[src/rtl/player_input_arbiter.sv]
// First-press arbiter for four player buttons: synchronizes and debounces the raw
// inputs, then latches the winning player and their answer switch byte.
module player_input_arbiter #(
  parameter int DB_COUNT = 50000
) (
  input  logic        clk,
  input  logic        rst,
  input  logic [3:0]  player_btn,
  input  logic [31:0] player_sw,
  input  logic        game_start,
  input  logic        clear,
  output logic        playerInputFlag,
  output logic [1:0]  firstPlayerFlag,
  output logic [7:0]  switchInput
);

  localparam logic [15:0] CNT_MAX = 16'(DB_COUNT - 1);

  typedef enum logic [1:0] {IDLE, ARMED, LOCKED} state_t;

  logic [3:0]       btn_s1_q, btn_s2_q;
  logic [31:0]      sw_s1_q, sw_s2_q;
  logic [3:0][7:0]  sw_bytes;
  logic [3:0]       db_q, db_d, db_prev_q;
  logic [3:0][15:0] cnt_q, cnt_d;
  logic [3:0]       press;
  logic [1:0]       win;

  state_t      state_q, state_d;
  logic        flag_q, flag_d;
  logic [1:0]  who_q, who_d;
  logic [7:0]  swin_q, swin_d;

  // Buttons idle high (released), so their synchronizers reset to 1.
  always_ff @(posedge clk or posedge rst) begin
    if (rst) begin
      btn_s1_q <= 4'hF;
      btn_s2_q <= 4'hF;
      sw_s1_q  <= '0;
      sw_s2_q  <= '0;
    end else begin
      btn_s1_q <= player_btn;
      btn_s2_q <= btn_s1_q;
      sw_s1_q  <= player_sw;
      sw_s2_q  <= sw_s1_q;
    end
  end

  always_comb begin
    db_d  = db_q;
    cnt_d = cnt_q;
    for (int k = 0; k < 4; k++) begin
      if (btn_s2_q[k] == db_q[k]) begin
        cnt_d[k] = '0;
      end else if (cnt_q[k] == CNT_MAX) begin
        db_d[k]  = btn_s2_q[k];
        cnt_d[k] = '0;
      end else begin
        cnt_d[k] = cnt_q[k] + 16'd1;
      end
    end
  end

  always_ff @(posedge clk or posedge rst) begin
    if (rst) begin
      db_q      <= 4'hF;
      db_prev_q <= 4'hF;
      cnt_q     <= '0;
    end else begin
      db_q      <= db_d;
      db_prev_q <= db_q;
      cnt_q     <= cnt_d;
    end
  end

  // One-cycle press strobe on the debounced falling edge (buttons are active-low).
  assign press    = db_prev_q & ~db_q;
  assign sw_bytes = sw_s2_q;

  always_comb begin
    win = 2'd0;
    for (int k = 3; k >= 0; k--) begin
      if (press[k]) win = 2'(k);
    end
  end

  always_comb begin
    state_d = state_q;
    flag_d  = flag_q;
    who_d   = who_q;
    swin_d  = swin_q;
    if (!game_start) begin
      state_d = IDLE;
      flag_d  = 1'b0;
    end else begin
      case (state_q)
        IDLE: state_d = ARMED;
        ARMED: begin
          if (|press) begin
            state_d = LOCKED;
            flag_d  = 1'b1;
            who_d   = win;
            swin_d  = sw_bytes[win];
          end
        end
        LOCKED: begin
          // Presses landing on the re-arm cycle are dropped: ARMED is not yet current.
          if (clear) begin
            state_d = ARMED;
            flag_d  = 1'b0;
          end
        end
        default: begin
          state_d = IDLE;
          flag_d  = 1'b0;
        end
      endcase
    end
  end

  always_ff @(posedge clk or posedge rst) begin
    if (rst) begin
      state_q <= IDLE;
      flag_q  <= 1'b0;
      who_q   <= 2'd0;
      swin_q  <= 8'd0;
    end else begin
      state_q <= state_d;
      flag_q  <= flag_d;
      who_q   <= who_d;
      swin_q  <= swin_d;
    end
  end

  assign playerInputFlag = flag_q;
  assign firstPlayerFlag = who_q;
  assign switchInput     = swin_q;

endmodule

[config.mk]
export PLATFORM = sky130hd
export DESIGN_NAME = player_input_arbiter
export DESIGN_NICKNAME = d
export VERILOG_FILES = /design/src/rtl/player_input_arbiter.sv
export SDC_FILE = /design/constraint.sdc
export NUM_CORES = 1
export LEC_CHECK = 0
export ABC_AREA = 0
export CAP_MARGIN = 15
export CORE_MARGIN = 2
export CORE_UTILIZATION = 55
export DETAILED_ROUTE_END_ITERATION = 6
export PLACE_DENSITY = 0.8
export SYNTH_ARGS = -nofsm -noshare
export SYNTH_HDL_FRONTEND = slang
export SYNTH_SLANG_ARGS = --single-unit
[constraint.sdc]
create_clock -name clk -period 11.66 [get_ports clk]
set_input_delay 2.332 -clock clk [delete_from_list [all_inputs] [get_ports clk]]
set_output_delay 2.332 -clock clk [all_outputs]
set_load 0.02 [all_outputs]
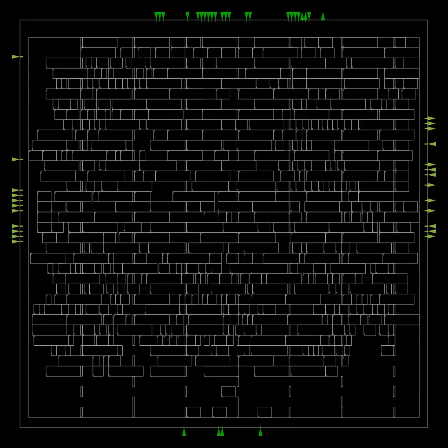
Fig. 1. Placement view.
core area: 10420 µm²
n_taps: 136
fill cell total of the finished layout: 709
row count: 37
non-filler instance count after layout: 706

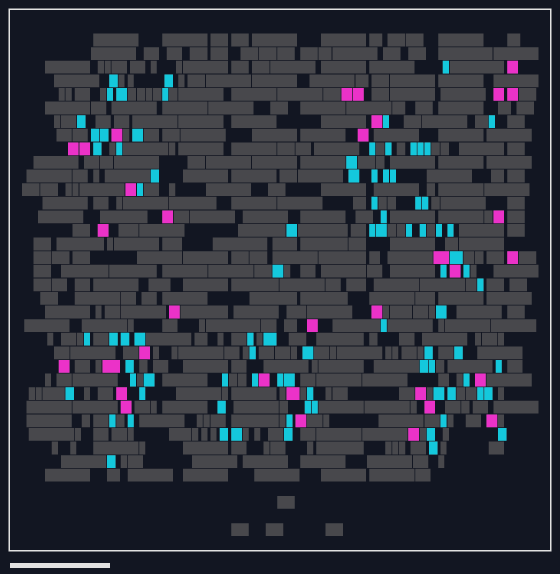
Fig. 2. Gate families picked out.
Bar = 20 µm.
[cyan] nand cells | cells: 86
[magenta] and/or cells | cells: 33
most used logic cell in the final layout: dfrtp_1
Comb area share: 26.47%

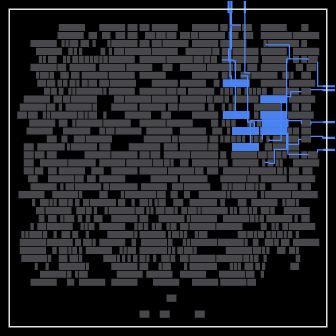
Fig. 3. I/O nets highlighted.
[blue] switchInput | bits: 8 | direction: output | edge: 5 right, 3 top | end cells: 8 | buffers: 8 | wire: 310 µm
port buffer count: 50
num ports: 51

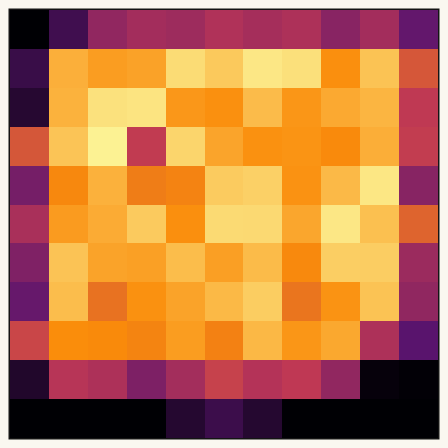
Fig. 4. Local utilization.
The die is cut into 11 by 11 equal tiles; black is low, pale yellow is high, 0 to 100% covered.
densest ninth of the die: middle
fullest tile: 97%
mean over tiles: 60%
nearly empty tiles: 9.1%
tiles over 75% full: 50%
Final Core Density: 69.25%
starting density of the core: 57.11%

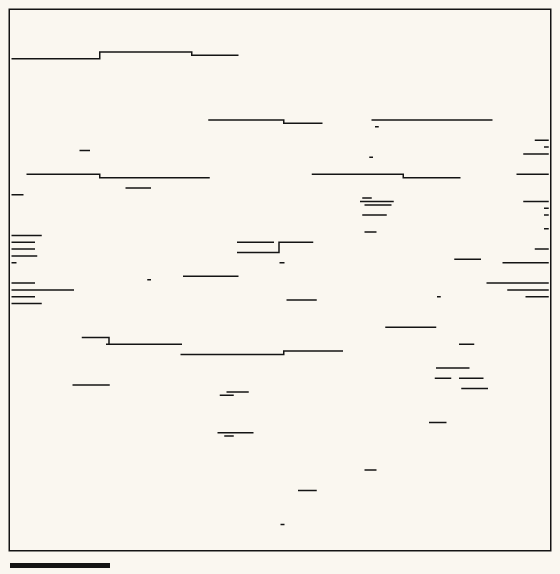
Fig. 5. Signal wires on met3.
Bar = 20 µm.
longest straight run: 23.9 µm
main direction: horizontal
DRT Wirelength: 11610 µm
M3 GR Usage: 7.052%
vias: 3817

==> impl_metrics.toml <==
# yosys + openroad results
[synthesis]
ys_sh_simple_pct = 17.75
synth_cell_type_count = 39
synthArstFlopShare_pct = 100.0
logic_family = "simple AND/OR/NAND/NOR gates"
yosys_cells = 495
yosys-stat-area_um2 = 5948
yosys.area_share.aoi_pct = 3.912
syn-num-nets = 539
ys_seq_share_pct = 66.39
area_leaders = "dfrtp_1 (59%), dfstp_2 (7.1%), xnor2_1 (5.3%)"

[sta]
holdWs_ns = 0.3490
fin_tns_setup_ns = 0
finClkSkew_ns = 0.007190
setup_slack_ns = 7.807

[clock_network]
htreeDepth = 4
clk_pin_slew_worst_paths_ns = 0.07
clk_latency_ns = 0.53
clockRootBuffer = "clkbuf_8"

[grt]
grt.met1_usage_pct = 25.95
track_usage_pct = 21.70
met2_usage_pct = 36.57
grt_max_degree = 92
grt-busiest-layer = "met2"
grt_overflow = 0

[routing]
remaining_drc_errors = 0
top_layer = "met4"
wl_met1_um = 4798
met2WireLength_um = 6062

[critical_path]
worstPathCellList = "clkdlybuf4s50_1"
crit_type = "reg -> out"
cp_max_fo = 3
reg2reg_slack_ns = 9.23
worstSetupEndpoint = "playerInputFlag"
cp-startpoint = "playerInputFlag$_DFFE_PP0P_"
cpPeakStageDelay_ns = 0.61
path_delay_family = "buffers and inverters"

[power_and_ir_drop]
netSwitchingFraction_pct = 21.42
p_int_mw = 0.9312
pwr-share-seq_pct = 48.1
power.group.top = "clock"
report.power.total_mw = 1.185
pwr-share-clk_pct = 48.7
p_comb_mw = 0.0374

[final_layout]
largest_register_ffs = 64
drive_above_1_share_pct = 10.00
nonClkBufAreaFrac_pct = 7.424
nNetsFinal = 601
comb_area_um2 = 1909
n_clock_buffer = 17
diodes = 0

[placement]
post-place-ws_ns = 7.282
routabilityCongestion = 0.8474

[floorplan]
die_w_um = 108.0

[hold_path]
holdPathStages = 0
worstHoldStart = "sw_s1_q[15]$_DFF_PP0_"
holdPathEnd = "sw_bytes[15]$_DFF_PP0_"

[run_status]
status = "complete, no violations"
Power figures rest on the tool's default switching activity, not on a simulated workload.
